$ cat src/rtl/seg7_pkg.sv
// Shared 7-segment definitions: active-low glyphs {g,f,e,d,c,b,a} for 0-F,
// the all-off pattern, and the two-state scan FSM encoding.
package seg7_pkg;

    localparam logic [6:0] SEG_0     = 7'h40;
    localparam logic [6:0] SEG_1     = 7'h79;
    localparam logic [6:0] SEG_2     = 7'h24;
    localparam logic [6:0] SEG_3     = 7'h30;
    localparam logic [6:0] SEG_4     = 7'h19;
    localparam logic [6:0] SEG_5     = 7'h12;
    localparam logic [6:0] SEG_6     = 7'h02;
    localparam logic [6:0] SEG_7     = 7'h78;
    localparam logic [6:0] SEG_8     = 7'h00;
    localparam logic [6:0] SEG_9     = 7'h10;
    localparam logic [6:0] SEG_A     = 7'h08;
    localparam logic [6:0] SEG_B     = 7'h03;
    localparam logic [6:0] SEG_C     = 7'h46;
    localparam logic [6:0] SEG_D     = 7'h21;
    localparam logic [6:0] SEG_E     = 7'h06;
    localparam logic [6:0] SEG_F     = 7'h0E;
    localparam logic [6:0] SEG_BLANK = 7'h7F;

    typedef enum logic {
        BLANK = 1'b0,
        SHOW  = 1'b1
    } scan_state_t;

endpackage

$ cat src/rtl/seg7_decode.sv
// Combinational hex nibble to active-low 7-segment glyph.
// Zero latency; no flow control.
module seg7_decode
    import seg7_pkg::*;
(
    input  logic [3:0] i_digit,
    output logic [6:0] o_seg_n
);

    always_comb begin
        o_seg_n = SEG_BLANK;
        case (i_digit)
            4'h0: o_seg_n = SEG_0;
            4'h1: o_seg_n = SEG_1;
            4'h2: o_seg_n = SEG_2;
            4'h3: o_seg_n = SEG_3;
            4'h4: o_seg_n = SEG_4;
            4'h5: o_seg_n = SEG_5;
            4'h6: o_seg_n = SEG_6;
            4'h7: o_seg_n = SEG_7;
            4'h8: o_seg_n = SEG_8;
            4'h9: o_seg_n = SEG_9;
            4'hA: o_seg_n = SEG_A;
            4'hB: o_seg_n = SEG_B;
            4'hC: o_seg_n = SEG_C;
            4'hD: o_seg_n = SEG_D;
            4'hE: o_seg_n = SEG_E;
            4'hF: o_seg_n = SEG_F;
            default: o_seg_n = SEG_BLANK;
        endcase
    end

endmodule

$ cat src/rtl/counter_display_scan.sv
// Synchronises/debounces an async 4-bit count, counts 15->0 wraps, and scans a
// 4-digit common-anode display. Count latency SYNC_STAGES+STABLE_CYCLES; no backpressure.
module counter_display_scan
    import seg7_pkg::*;
#(
    parameter int REFRESH_CYCLES = 50000,
    parameter int BLANK_CYCLES   = 500,
    parameter int STABLE_CYCLES  = 4,
    parameter int SYNC_STAGES    = 2
) (
    input  logic       clock,
    input  logic       reset_n,
    input  logic [3:0] count_async,
    output logic [3:0] count_sync,
    output logic [3:0] wrap_count,
    output logic [3:0] an_n,
    output logic [6:0] seg_n,
    output logic       dp_n
);

    localparam int TMAX = (REFRESH_CYCLES > BLANK_CYCLES) ? REFRESH_CYCLES : BLANK_CYCLES;
    localparam int TW   = ($clog2(TMAX) > 0) ? $clog2(TMAX) : 1;
    localparam int RW   = $clog2(STABLE_CYCLES + 1);

    localparam logic [TW-1:0] T_SHOW_LAST  = TW'(REFRESH_CYCLES - 1);
    localparam logic [TW-1:0] T_BLANK_LAST = TW'(BLANK_CYCLES - 1);
    localparam logic [RW-1:0] RUN_MAX      = RW'(STABLE_CYCLES);

    logic [3:0]    r_sync [SYNC_STAGES];
    logic [3:0]    r_cand;
    logic [RW-1:0] r_run;
    scan_state_t   r_state;
    logic [TW-1:0] r_timer;
    logic [1:0]    r_digit;

    logic [3:0]    w_s;
    logic [3:0]    w_cand_nxt;
    logic [RW-1:0] w_run_nxt;
    logic          w_accept;
    logic          w_wrap_evt;
    scan_state_t   w_state_nxt;
    logic [TW-1:0] w_timer_nxt;
    logic [1:0]    w_digit_nxt;
    logic          w_tens;
    logic [3:0]    w_ones;
    logic [3:0]    w_dig_val;
    logic          w_dig_blank;
    logic [6:0]    w_glyph;

    // reset_n is released synchronously to clock by the board reset logic.
    always_ff @(posedge clock or negedge reset_n) begin
        if (!reset_n) begin
            for (int i = 0; i < SYNC_STAGES; i++) r_sync[i] <= '0;
        end else begin
            r_sync[0] <= count_async;
            for (int i = 1; i < SYNC_STAGES; i++) r_sync[i] <= r_sync[i-1];
        end
    end

    assign w_s = r_sync[SYNC_STAGES-1];

    // Acceptance looks at the post-edge run length so a value is taken on the
    // same edge its run reaches STABLE_CYCLES.
    always_comb begin
        w_cand_nxt = r_cand;
        w_run_nxt  = r_run;
        if (w_s != r_cand) begin
            w_cand_nxt = w_s;
            w_run_nxt  = RW'(1);
        end else if (r_run != RUN_MAX) begin
            w_run_nxt = r_run + RW'(1);
        end
    end

    assign w_accept   = (w_run_nxt == RUN_MAX) && (w_cand_nxt != count_sync);
    assign w_wrap_evt = w_accept && (count_sync == 4'hF) && (w_cand_nxt == 4'h0);

    always_ff @(posedge clock or negedge reset_n) begin
        if (!reset_n) begin
            r_cand     <= '0;
            r_run      <= '0;
            count_sync <= '0;
            wrap_count <= '0;
        end else begin
            r_cand <= w_cand_nxt;
            r_run  <= w_run_nxt;
            if (w_accept) count_sync <= w_cand_nxt;
            if (w_wrap_evt) wrap_count <= (wrap_count == 4'd9) ? 4'd0 : wrap_count + 4'd1;
        end
    end

    always_comb begin
        w_state_nxt = r_state;
        w_timer_nxt = r_timer + TW'(1);
        w_digit_nxt = r_digit;
        case (r_state)
            BLANK: begin
                if (r_timer == T_BLANK_LAST) begin
                    w_state_nxt = SHOW;
                    w_timer_nxt = '0;
                end
            end
            SHOW: begin
                if (r_timer == T_SHOW_LAST) begin
                    w_state_nxt = BLANK;
                    w_timer_nxt = '0;
                    w_digit_nxt = r_digit + 2'd1;
                end
            end
            default: w_state_nxt = BLANK;
        endcase
    end

    always_ff @(posedge clock or negedge reset_n) begin
        if (!reset_n) begin
            r_state <= BLANK;
            r_timer <= '0;
            r_digit <= '0;
        end else begin
            r_state <= w_state_nxt;
            r_timer <= w_timer_nxt;
            r_digit <= w_digit_nxt;
        end
    end

    assign w_tens = (count_sync >= 4'd10);
    assign w_ones = w_tens ? (count_sync - 4'd10) : count_sync;

    always_comb begin
        w_dig_val   = '0;
        w_dig_blank = 1'b0;
        case (w_digit_nxt)
            2'd0: w_dig_val = w_ones;
            2'd1: begin
                w_dig_val   = {3'b000, w_tens};
                w_dig_blank = !w_tens;
            end
            2'd2: w_dig_val = count_sync;
            2'd3: w_dig_val = wrap_count;
            default: w_dig_val = '0;
        endcase
    end

    seg7_decode u_decode (
        .i_digit (w_dig_val),
        .o_seg_n (w_glyph)
    );

    // Outputs follow the next state so the display lines up with the FSM state.
    always_ff @(posedge clock or negedge reset_n) begin
        if (!reset_n) begin
            an_n  <= 4'hF;
            seg_n <= SEG_BLANK;
            dp_n  <= 1'b1;
        end else if (w_state_nxt == SHOW) begin
            an_n  <= ~(4'b0001 << w_digit_nxt);
            seg_n <= w_dig_blank ? SEG_BLANK : w_glyph;
            dp_n  <= (w_digit_nxt != 2'd2);
        end else begin
            an_n  <= 4'hF;
            seg_n <= SEG_BLANK;
            dp_n  <= 1'b1;
        end
    end

endmodule
$ cat config.mk
export PLATFORM = sky130hd
export DESIGN_NAME = counter_display_scan
export DESIGN_NICKNAME = d
export VERILOG_FILES = /design/src/rtl/seg7_pkg.sv /design/src/rtl/seg7_decode.sv /design/src/rtl/counter_display_scan.sv
export SDC_FILE = /design/constraint.sdc
export NUM_CORES = 1
export LEC_CHECK = 0
export CELL_PAD_IN_SITES_DETAIL_PLACEMENT = 0
export CELL_PAD_IN_SITES_GLOBAL_PLACEMENT = 1
export CORE_MARGIN = 1
export CORE_UTILIZATION = 40
export DETAILED_ROUTE_END_ITERATION = 10
export MAX_ROUTING_LAYER = met4
export PLACE_DENSITY_LB_ADDON = 0.1
export SLEW_MARGIN = 0
export SYNTH_ARGS = -nofsm -noshare
export SYNTH_HDL_FRONTEND = slang
export SYNTH_SLANG_ARGS = --single-unit
$ cat constraint.sdc
create_clock -name clock -period 3.1 [get_ports clock]
set_clock_uncertainty 0.05 [all_clocks]
set_input_delay 0.465 -clock clock [delete_from_list [all_inputs] [get_ports clock]]
set_output_delay 0.465 -clock clock [all_outputs]
set_load 0.02 [all_outputs]
==> run_results.csv <==
group,metric,value,unit
synthesis,async_reset_ff_share,100,%
synthesis,synthFlopType,"dfrtp_1",
route,firstDrtPassIters,4,
cells_and_area,final_nets,320,
clock_tree,clockRootBuffer,"clkbuf_8",
clock_tree,cts-buffers-inserted,5,
clock_tree,htreeDepth,2,
cells_and_area,n_antenna_cell,0,
cells_and_area,area_growth,18.6,%
clock_tree,cts_tree,"yes",
pwr,finalPower,1.25,mW
synthesis,synth-edff-count,0,
die,ioPinCount,26,
run,warnings,33,
critical_path,startpoint_type,"flop",
die,fp_util,41.1,%
final_timing,hold_viol,0,
clock_tree,clock-sinks,53,
synthesis,top_cell_area_share,37.8,%
synthesis,avgSynthCellArea,10.1,um2
cells_and_area,final_common_cell,"dfrtp_1",
final_timing,whs,0.0188,ns
die,row_count,30,
final_timing,fin_ws,0.149,ns
run,drv_cap,0,
placed_design,place_congestion,0.894,
global_routing,grt_use_met1,23.6,%
cells_and_area,final_layout_top_logic_cells,"42 x dfrtp_1, 24 x nand2_1, 24 x clkdlybuf4s50_1",
final_timing,setup_viol,0,
clock_tree,ctsHoldBuffers,0,
placed_design,dp_slack,0.139,ns
die,core,6760,um2
pwr,ir_drop,0.000235,V
synthesis,syn_nets,291,
route,drt_iter0_markers,59,
pwr,p_leak,1.39,nW
synthesis,synthCells,275,
critical_path,end_kind,"flop",
synthesis,synth_cell_types,52,
route,routed_via_density,5.19,
global_routing,grt_busiest_layer,"met2",
die,die_w,85.4,um
final_timing,worst_pin_slew,0.543,ns
placed_design,place_hpwl,4.14,mm
hold_path,hp-class,"in2async",
global_routing,grt-ovfl-total,0,
synthesis,yosysWarnings,0,
global_routing,antenna_found_initial,0,
critical_path,reg2reg_setup_slack,0.15,ns
global_routing,grt_pass1_wl,9.87,mm
final_timing,slew_viol_final,0,
route,antenna_left,0,
final_timing,fin_crit_sh,95.2,%
global_routing,first_global_vias,2045,
global_routing,grtUsageTotal,17.6,%
run_status,status,"finished clean",
critical_path,timing.rr.end,"seg_n[0]",
route,wl_per_cell,14.5,um
synthesis,synth_flop_count,53,
clock_tree,insertion_delay,0.30,ns
clock_tree,path_clk_slew,0.10,ns
placed_design,port_buffers,25,
global_routing,met3_usage,3.50,%
synthesis,ys_seq_share,48.2,%
route,drc,0,
global_routing,met2_usage,27.7,%
final_timing,slew_headroom,63.5,%
route,wl,5.60,mm
die,chip_area,7290,um2
critical_path,critPathArrivalTime,3.14,ns
pwr,power_density,379,nW/um2
final_timing,grt_setup_unrepaired,"yes",
critical_path,worstPathRequired,3.28,ns
die,dieHeight,85.4,um
critical_path,cp_max_fo,12,
cells_and_area,drive_gt1_share,15.1,%
critical_path,ff2ff_path_depth,11,
global_routing,grt_max_degree,39,
route,vias,1997,
critical_path,criticalPathCategory,"reg2reg",
synthesis,yosys_cells,275,
clock_tree,cts_buffer_depth,2,
final_timing,min_period,2.95,ns
critical_path,worstReg2RegStart,"r_timer[10]",
-- synthesized netlist by cell type, types with 2 or more instances --
cell type,count
dfrtp_1,42
nand2_1,24
nor2_1,21
xnor2_1,15
o21ai_0,13
nand3_1,12
clkbuf_1,11
dfstp_2,11
inv_1,11
a21oi_1,10
ha_1,10
xor2_1,10
nand4_1,7
mux2i_1,6
nor2b_1,6
nand4b_1,4
nor3_1,4
nor4_1,4
a211o_1,3
a211oi_1,3
and3_1,3
mux2_2,3
o211ai_1,3
o21bai_1,3
or3_1,3
a21o_1,2
and2_1,2
buf_4,2
nand2b_1,2
nand3b_1,2
o221ai_1,2
-- area by class of cell --
type                       count  area [um2]
inverter                      11        41.3
tap                           80         100
timing repair buffer          37         348
multi-input combinational    196        1350
fill                         646        3460
clock inverter                 3        46.3
clock buffer                   5        68.8
sequential                    53        1340
-- power by group --
group | internal [mW] | switching, mW | total (mW)
logic | 0.0265 | 0.0354 | 0.0619
clock network | 0.242 | 0.231 | 0.473
registers | 0.702 | 0.0113 | 0.713
total | 0.970 | 0.278 | 1.25
-- state kept, by name, summed over array words and instances (netlist names) --
name	count
an_n	4
r_sync	4
r_cand	4
r_timer	16
r_state	1
count_sync	4
r_digit	2
r_run	3
wrap_count	4
w_s	4
seg_n	7
-- through the flow --
stage / cell area, um2 / std cells / setup TNS, ns
after detailed placement: 3180 / 377 / 0
after CTS: 3300 / 385 / 0
final: 3300 / 385 / 0
after global placement: 3180 / 377 / 0
after floorplan: 2810 / 275 / 0
after global routing: 3300 / 385 / -0.00508
-- worst max-delay path by stage --
stage / startpoint / depth (start not counted) / end / slack (ns)
detailed placement: r_timer[10] / 11 / seg_n[1] / 0.14
floorplan: r_timer[11] / 11 / seg_n[1] / 0.006
CTS: r_timer[10] / 11 / seg_n[1] / 0.13
global route: r_timer[10] / 11 / seg_n[0] / -0.005
finish: r_timer[10] / 11 / seg_n[0] / 0.15
global placement: r_timer[10] / 11 / seg_n[1] / 0.21
-- worst max-delay path: stages (launching register included) --
cell and delay, ns:
dfrtp_1 0.42, or4_4 0.55, nor4_4 0.20, buf_12 0.18
mux2_4 0.30, a21oi_2 0.11, o211ai_1 0.14, buf_4 0.19
ha_1 0.24, nand3_1 0.08, a21oi_1 0.07, or3_1 0.35
-- repair_timing --
item                       CTS  global route
setup buffers                0             0
gates resized                0             1
setup endpoints to repair    0             1
-- metal layers --
layer	vias to the layer above	wire (um)
li1	1018	-
met1	952	2880
met2	23	2520
met3	4	154
met4	0	46
met5	-	0
-- logic make-up after synthesis --
family / count (synthesis) / share of synthesized area, %
and+or+nand+nor: 102 / 19.7
xor gates and xnor gates: 26 / 8.46
buffers and inverters: 26 / 4.05
AOI/OAI and AO/OA: 49 / 11.7
adders and majority gates: 10 / 4.50
DFF: 53 / 48.2
muxes: 9 / 3.38
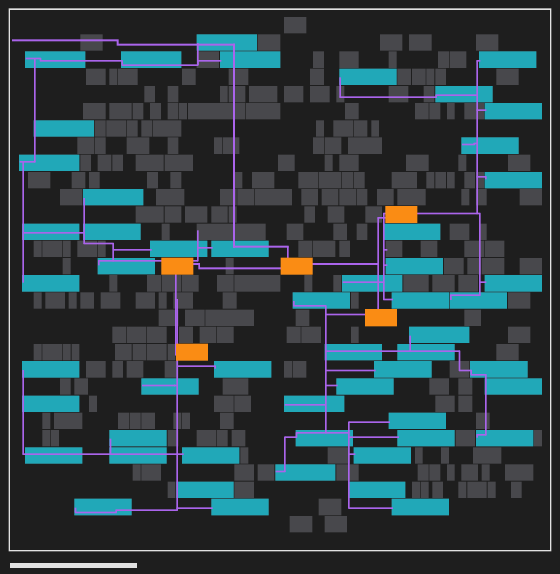
Fig. 1. Clock distribution.
Scale bar: 20 um.
- cells driving clock nets: orange (count 5)
- flip-flops: cyan (count 53)
- clock wires: purple (length 653 um)
- routed clock nets: 6
- flops lie: widely spread

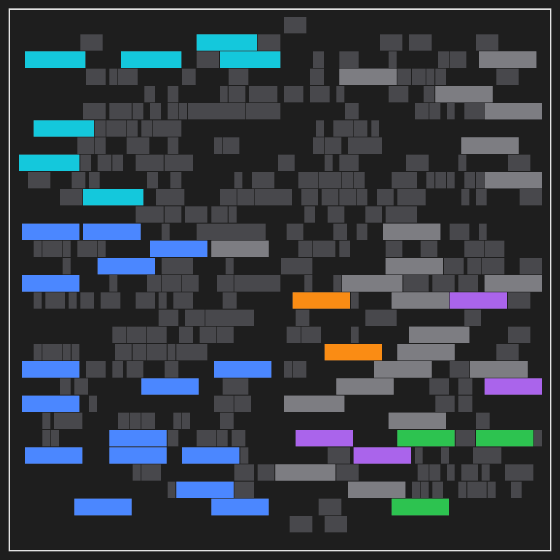
Fig. 2. Sequential cells coloured by netlist name.
- r_run: green (placed flops 3)
- r_sync: purple (placed flops 4; where lower right)
- r_digit: orange (placed flops 2)
- r_timer: blue (placed flops 16)
- seg_n: cyan (placed flops 7; where upper left)
P_seq: 0.713 mW
Flop area: 1340 um2
Final Core Density: 48.8%

No activity file was given, so power comes from the tool's default toggle rates.
